## src/rtl/pipeline_trace_buffer.sv

```systemverilog
// Write-back trace capture buffer for the 5-stage pipeline.
// Records retired {instr, pc, result} into a circular buffer once armed,
// triggers on a selectable pipeline event, captures a post-trigger window,
// then freezes and streams the trace oldest-first over a valid/ready port.
module pipeline_trace_buffer #(
  parameter int XLEN      = 32,
  parameter int DEPTH     = 16,
  parameter int POST_TRIG = 8,
  parameter int CNT_W     = $clog2(DEPTH + 1)
) (
  input  logic             clk,
  input  logic             rst_n,
  input  logic             wb_valid,
  input  logic [XLEN-1:0]  wb_instr,
  input  logic [XLEN-1:0]  wb_pc,
  input  logic [XLEN-1:0]  wb_result,
  input  logic             branch_taken,
  input  logic             jump_taken,
  input  logic             arm,
  input  logic             clear,
  input  logic [1:0]       trig_mode,
  input  logic [XLEN-1:0]  trig_match,
  input  logic             trig_force,
  output logic             rd_valid,
  input  logic             rd_ready,
  output logic [XLEN-1:0]  rd_instr,
  output logic [XLEN-1:0]  rd_pc,
  output logic [XLEN-1:0]  rd_result,
  output logic             rd_last,
  output logic [1:0]       state,
  output logic [CNT_W-1:0] entry_count,
  output logic             wrapped
);

  localparam int PTR_W = (DEPTH > 1) ? $clog2(DEPTH) : 1;

  typedef enum logic [1:0] {
    IDLE  = 2'd0,
    ARMED = 2'd1,
    POST  = 2'd2,
    DONE  = 2'd3
  } state_t;

  state_t           cur_state;
  state_t           next_state;
  logic [PTR_W-1:0] wr_ptr;
  logic [PTR_W-1:0] rd_ptr;
  logic [PTR_W-1:0] wr_ptr_next;
  logic [CNT_W-1:0] count_next;
  logic [CNT_W-1:0] post_cnt;
  logic             trig_hit;
  logic             capture;
  logic             full;
  logic             pop;

  logic [XLEN-1:0] mem_instr  [DEPTH];
  logic [XLEN-1:0] mem_pc     [DEPTH];
  logic [XLEN-1:0] mem_result [DEPTH];

  // Trigger decode, capture/pop qualifiers, next-state and next pointer values
  always_comb begin
    trig_hit    = trig_force
                | ((trig_mode == 2'd1) & wb_valid & (wb_instr == trig_match))
                | ((trig_mode == 2'd2) & branch_taken)
                | ((trig_mode == 2'd3) & jump_taken);
    capture     = wb_valid & ((cur_state == ARMED) | (cur_state == POST));
    full        = (entry_count == CNT_W'(DEPTH));
    pop         = rd_valid & rd_ready;
    wr_ptr_next = capture ? PTR_W'(wr_ptr + 1'b1) : wr_ptr;
    count_next  = (capture && !full) ? CNT_W'(entry_count + 1'b1) : entry_count;
    next_state  = cur_state;
    case (cur_state)
      IDLE:  if (arm) next_state = ARMED;
      ARMED: if (trig_hit) next_state = (POST_TRIG == 0) ? DONE : POST;
      POST:  if (wb_valid && post_cnt == CNT_W'(1)) next_state = DONE;
      DONE:  if (entry_count == '0 || (pop && rd_last)) next_state = IDLE;
      default: next_state = IDLE;
    endcase
    // clear overrides everything, including a coincident arm
    if (clear) next_state = IDLE;
  end

  // State register
  always_ff @(posedge clk or negedge rst_n) begin
    if (!rst_n) cur_state <= IDLE;
    else        cur_state <= next_state;
  end

  // Pointers, entry counter, post-trigger counter and wrap flag
  always_ff @(posedge clk or negedge rst_n) begin
    if (!rst_n) begin
      wr_ptr      <= '0;
      rd_ptr      <= '0;
      entry_count <= '0;
      post_cnt    <= '0;
      wrapped     <= 1'b0;
    end else if (clear) begin
      wr_ptr      <= '0;
      rd_ptr      <= '0;
      entry_count <= '0;
      post_cnt    <= '0;
      wrapped     <= 1'b0;
    end else begin
      case (cur_state)
        IDLE: begin
          if (arm) begin
            wr_ptr      <= '0;
            entry_count <= '0;
            post_cnt    <= '0;
            wrapped     <= 1'b0;
          end
        end
        ARMED, POST: begin
          wr_ptr      <= wr_ptr_next;
          entry_count <= count_next;
          if (capture && full) wrapped <= 1'b1;
          if (cur_state == ARMED && trig_hit) post_cnt <= CNT_W'(POST_TRIG);
          if (cur_state == POST && wb_valid)  post_cnt <= CNT_W'(post_cnt - 1'b1);
          // Oldest surviving entry sits entry_count slots behind the write pointer
          if (next_state == DONE) rd_ptr <= PTR_W'(wr_ptr_next - count_next[PTR_W-1:0]);
        end
        DONE: begin
          if (pop) begin
            rd_ptr      <= PTR_W'(rd_ptr + 1'b1);
            entry_count <= CNT_W'(entry_count - 1'b1);
          end
        end
        default: ;
      endcase
    end
  end

  // Trace storage; contents are don't-care after reset so no reset here
  always_ff @(posedge clk) begin
    if (capture && !clear) begin
      mem_instr[wr_ptr]  <= wb_instr;
      mem_pc[wr_ptr]     <= wb_pc;
      mem_result[wr_ptr] <= wb_result;
    end
  end

  assign state     = cur_state;
  assign rd_valid  = (cur_state == DONE) && (entry_count != '0);
  assign rd_last   = (cur_state == DONE) && (entry_count == CNT_W'(1));
  assign rd_instr  = mem_instr[rd_ptr];
  assign rd_pc     = mem_pc[rd_ptr];
  assign rd_result = mem_result[rd_ptr];

endmodule

```

## config.mk

```make
export PLATFORM = sky130hd
export DESIGN_NAME = pipeline_trace_buffer
export DESIGN_NICKNAME = d
export VERILOG_FILES = /design/src/rtl/pipeline_trace_buffer.sv
export SDC_FILE = /design/constraint.sdc
export NUM_CORES = 1
export LEC_CHECK = 0
export CAP_MARGIN = 30
export CELL_PAD_IN_SITES_DETAIL_PLACEMENT = 0
export CELL_PAD_IN_SITES_GLOBAL_PLACEMENT = 1
export CORE_MARGIN = 5
export CORE_UTILIZATION = 46
export DETAILED_ROUTE_END_ITERATION = 6
export GPL_ROUTABILITY_DRIVEN = 0
export GPL_TIMING_DRIVEN = 0
export PLACE_DENSITY = 0.79
export RECOVER_POWER = 100
export SETUP_SLACK_MARGIN = 0.1
export SYNTH_ARGS = -nofsm -noshare
export SYNTH_HDL_FRONTEND = slang
export SYNTH_SLANG_ARGS = --single-unit
```

## constraint.sdc

```tcl
create_clock -name clk -period 9.5 [get_ports clk]
set_input_delay 2.85 -clock clk [delete_from_list [all_inputs] [get_ports clk]]
set_output_delay 2.85 -clock clk [all_outputs]
set_load 0.01 [all_outputs]
```

### Clock wires, drivers and flops, run 1

The bar under the picture is 100 um long.
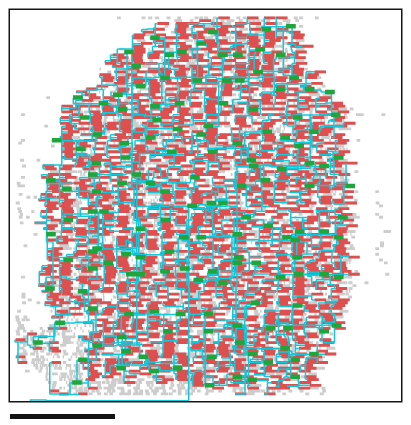
Red is flip-flops, count 1,557. Green is clock drivers, count 152. Cyan is clock wires, length 16,400 um.
There are 153 routed clock nets.

### Met3 routing, run 1

The bar under the picture is 100 um long.
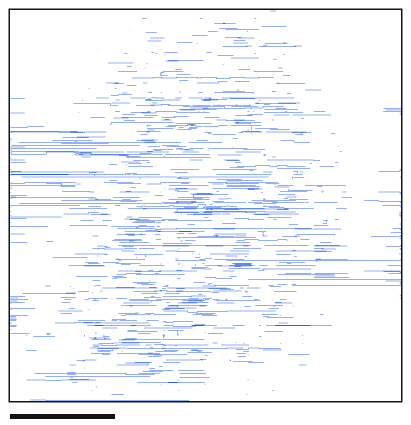
511 nets have wire on it. The wires run mostly horizontal. The longest straight run is 165 um.

### Metal layers overlaid, run 1

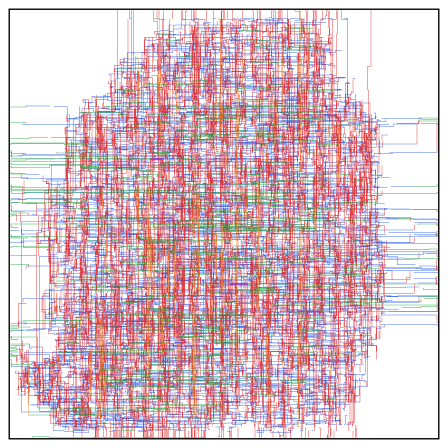
Blue is metal 1, wire length 64.0 mm. Purple is metal 5, wire length 39.6 um. Green is metal 3, wire length 16,200 um. Red is metal 2, wire length 79.1 mm. Orange is metal 4, wire length 5,120 um.

### A small window of the routed layout, run 1

Region (167, 92) to (207, 132) um. Cells in gray, sequential cells in the stronger gray; small squares are vias.
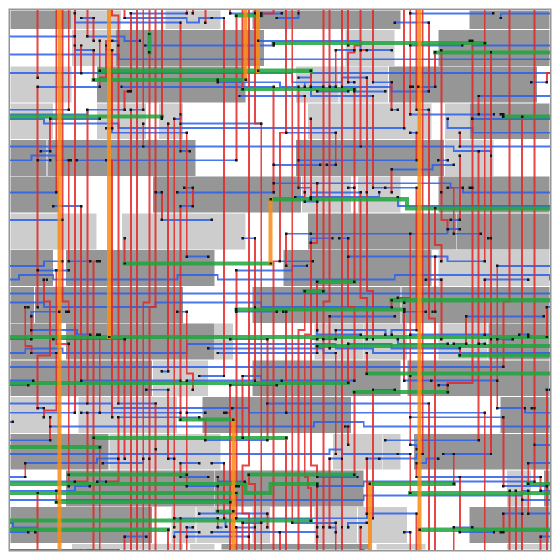
Orange is metal 4. Blue is metal 1. Green is metal 3. Red is metal 2.
Sequential cells in the window: 29. Most frequent: edfxtp_1 (29), mux2i_1 (10), a221oi_1 (5). 62 logic cells have their middle in the window. Netlist names of flops here include mem_instr (23), mem_pc (6).

==> run summary, run 1 <==
DR vias/cell -> 5.99
Tapcell Cnt -> 1,755
Max Cap Viol -> 42
Slew Viols, Final -> 891
buffering overhead -> 5.90%
met3 routed WL -> 16,200 um
I/O pins -> 245
max incr delay on CP -> 0.78 ns
most frequent logic cell in the layout -> edfxtp_1
PwrDens -> 208 nW/um^2
Clk pwr share -> 38.3%
met2 Track Usage GR -> 37.5%
Regs by FF count -> mem_instr x512, mem_pc x512, mem_result x512
# nets final -> 3,831
cell mode on critical path -> clkbuf_1
Hold Startpoint -> post_cnt[1]
Mapped Avg Cell Area -> 19.3 um^2
Async SR Flop Fraction -> 1.35%
clock sinks -> 1,557
tool warnings -> 37
GR Util All Layers -> 23.2%
yosys simple share -> 1.47%
final count of negative-setup-slack endpoints -> 0
failing checks -> max-capacitance violations, max-slew violations
Placed Cells -> 5,266
Dominant comb cell -> multiplexers
sequential share of the synthesized area -> 76.8%
CTS max path bufs -> 3
status -> finished, violations left
combinational group power -> 1.51 mW
post-cts resize count -> 0
clock network contribution to total cell area -> 6.45%
number of global-route vias before repair -> 33,400
critical path's slowest cell -> clkbuf_1
Worst Setup SP -> rd_ptr[2]
number of logic gates -> 1,392
total negative setup slack -> 0 ns
Die W -> 373 um
n_diodes -> 24
-- run 1: synth_stat cells, types with 6 or more instances --
cell	instances	area [um^2]
edfxtp_1	1536	46100
mux2i_1	289	2890
o21ai_0	208	1040
mux4_2	192	4320
clkbuf_1	132	495
nand2_1	122	458
a21oi_1	112	561
a22oi_1	101	758
mux2_2	99	1110
a221oi_1	96	841
buf_1	29	109
xnor2_1	23	201
nor2_1	22	82.6
dfrtp_1	21	526
xor2_1	21	184
ha_1	19	238
inv_1	16	60.1
buf_2	11	55.1
nor3_1	11	55.1
nand4_1	7	43.8
and3_1	6	37.5
o31ai_1	6	45.0
## Run 2: what changed since run 1
--- a/config.mk
+++ b/config.mk
@@ -16,6 +16,7 @@
 export PLACE_DENSITY = 0.79
 export RECOVER_POWER = 100
 export SETUP_SLACK_MARGIN = 0.1
+export SKIP_LAST_GASP = 1
 export SYNTH_ARGS = -nofsm -noshare
 export SYNTH_HDL_FRONTEND = slang
 export SYNTH_SLANG_ARGS = --single-unit
==> constraint.sdc (replaced) <==
create_clock -name clk -period 11.1 [get_ports clk]
set_input_delay 3.33 -clock clk [delete_from_list [all_inputs] [get_ports clk]]
set_output_delay 3.33 -clock clk [all_outputs]
set_load 0.01 [all_outputs]
### Met3 routing, run 2

The bar under the picture is 100 um long.
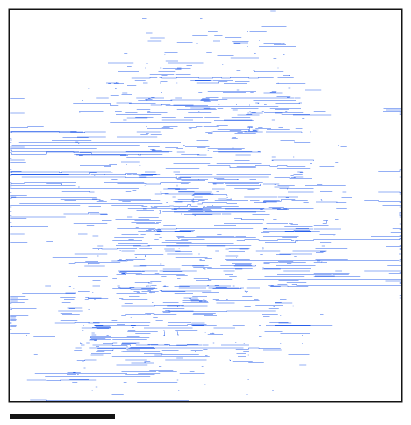
The layer holds 10% of the routed length. The layer carries 16,700 um of wire. 509 nets have wire on it. The longest straight run is 165 um. The wires run mostly horizontal.

==> run 2 against run 1 <==
Against the previous run: the run still ends with max-capacitance violations, max-slew violations left; via count decreased by 0.10%; global-route usage unchanged; combinational power decreased by 14%; cell count about the same; sequential share of layout area about the same; total power decreased by 14%; register-to-register slack improved by 1.3 ns; sequential power decreased by 14%; flip-flop count unchanged; non-clock buffer count unchanged; area after synthesis unchanged; die area unchanged; critical path type is now primary input to flop; largest power group unchanged.
==> run summary, run 2 <==
status -> finished, violations left
failing checks -> max-capacitance violations, max-slew violations
CTS max path bufs -> 3 (unchanged)
# nets final -> 3,831 (unchanged)
Die W -> 373 um (unchanged)
I/O pins -> 245 (unchanged)
Clk pwr share -> 38.3% (about the same)
Async SR Flop Fraction -> 1.35% (unchanged)
leading area contributor after synthesis -> edfxtp_1
Regs by FF count -> mem_instr x512, mem_pc x512, mem_result x512
clock sinks -> 1,557 (unchanged)
Max Cap Viol -> 46 (+9.5%)
Hold Startpoint -> post_cnt[1]
most frequent logic cell in the layout -> edfxtp_1
number of global-route vias before repair -> 33,400 (unchanged)
top-count cell post-synth -> edfxtp_1
combinational group power -> 1.30 mW (-14%)
GR Util All Layers -> 23.2% (unchanged)
critical path's slowest cell -> nor2_1
met2 Track Usage GR -> 37.5% (unchanged)
Placed Cells -> 5,266 (unchanged)
Slew Viols, Final -> 902 (+1.2%)
Mapped Avg Cell Area -> 19.3 um^2 (unchanged)
sequential share of the synthesized area -> 76.8% (unchanged)
met3 routed WL -> 16,700 um (+2.9%)
PwrDens -> 178 nW/um^2 (-14%)
## run 2: final cells by class
| type | count | area (um^2) | share of cell area [%] |
|---|---|---|---|
| Tap cell | 1755 | 2200 | 3.09 |
| Sequential cell | 1557 | 46600 | 65.7 |
| Antenna cell | 26 | 65.1 | 0.0916 |
| Clock buffer | 193 | 4020 | 5.66 |
| Multi-Input combinational cell | 1392 | 13300 | 18.8 |
| Buffer | 172 | 656 | 0.923 |
| Clock inverter | 71 | 564 | 0.794 |
| Inverter | 18 | 67.6 | 0.0951 |
| Timing Repair Buffer | 379 | 3480 | 4.90 |
## run 2: kinds of logic after synthesis
kind of cell    share of synthesized area, %
buf+inv                                 1.20
flops                                   76.8
fa+ha+maj                              0.425
compound gates                          5.71
xor+xnor                               0.635
simple gates                            1.47
mux                                     13.7
Power and IR drop assume default switching activity.
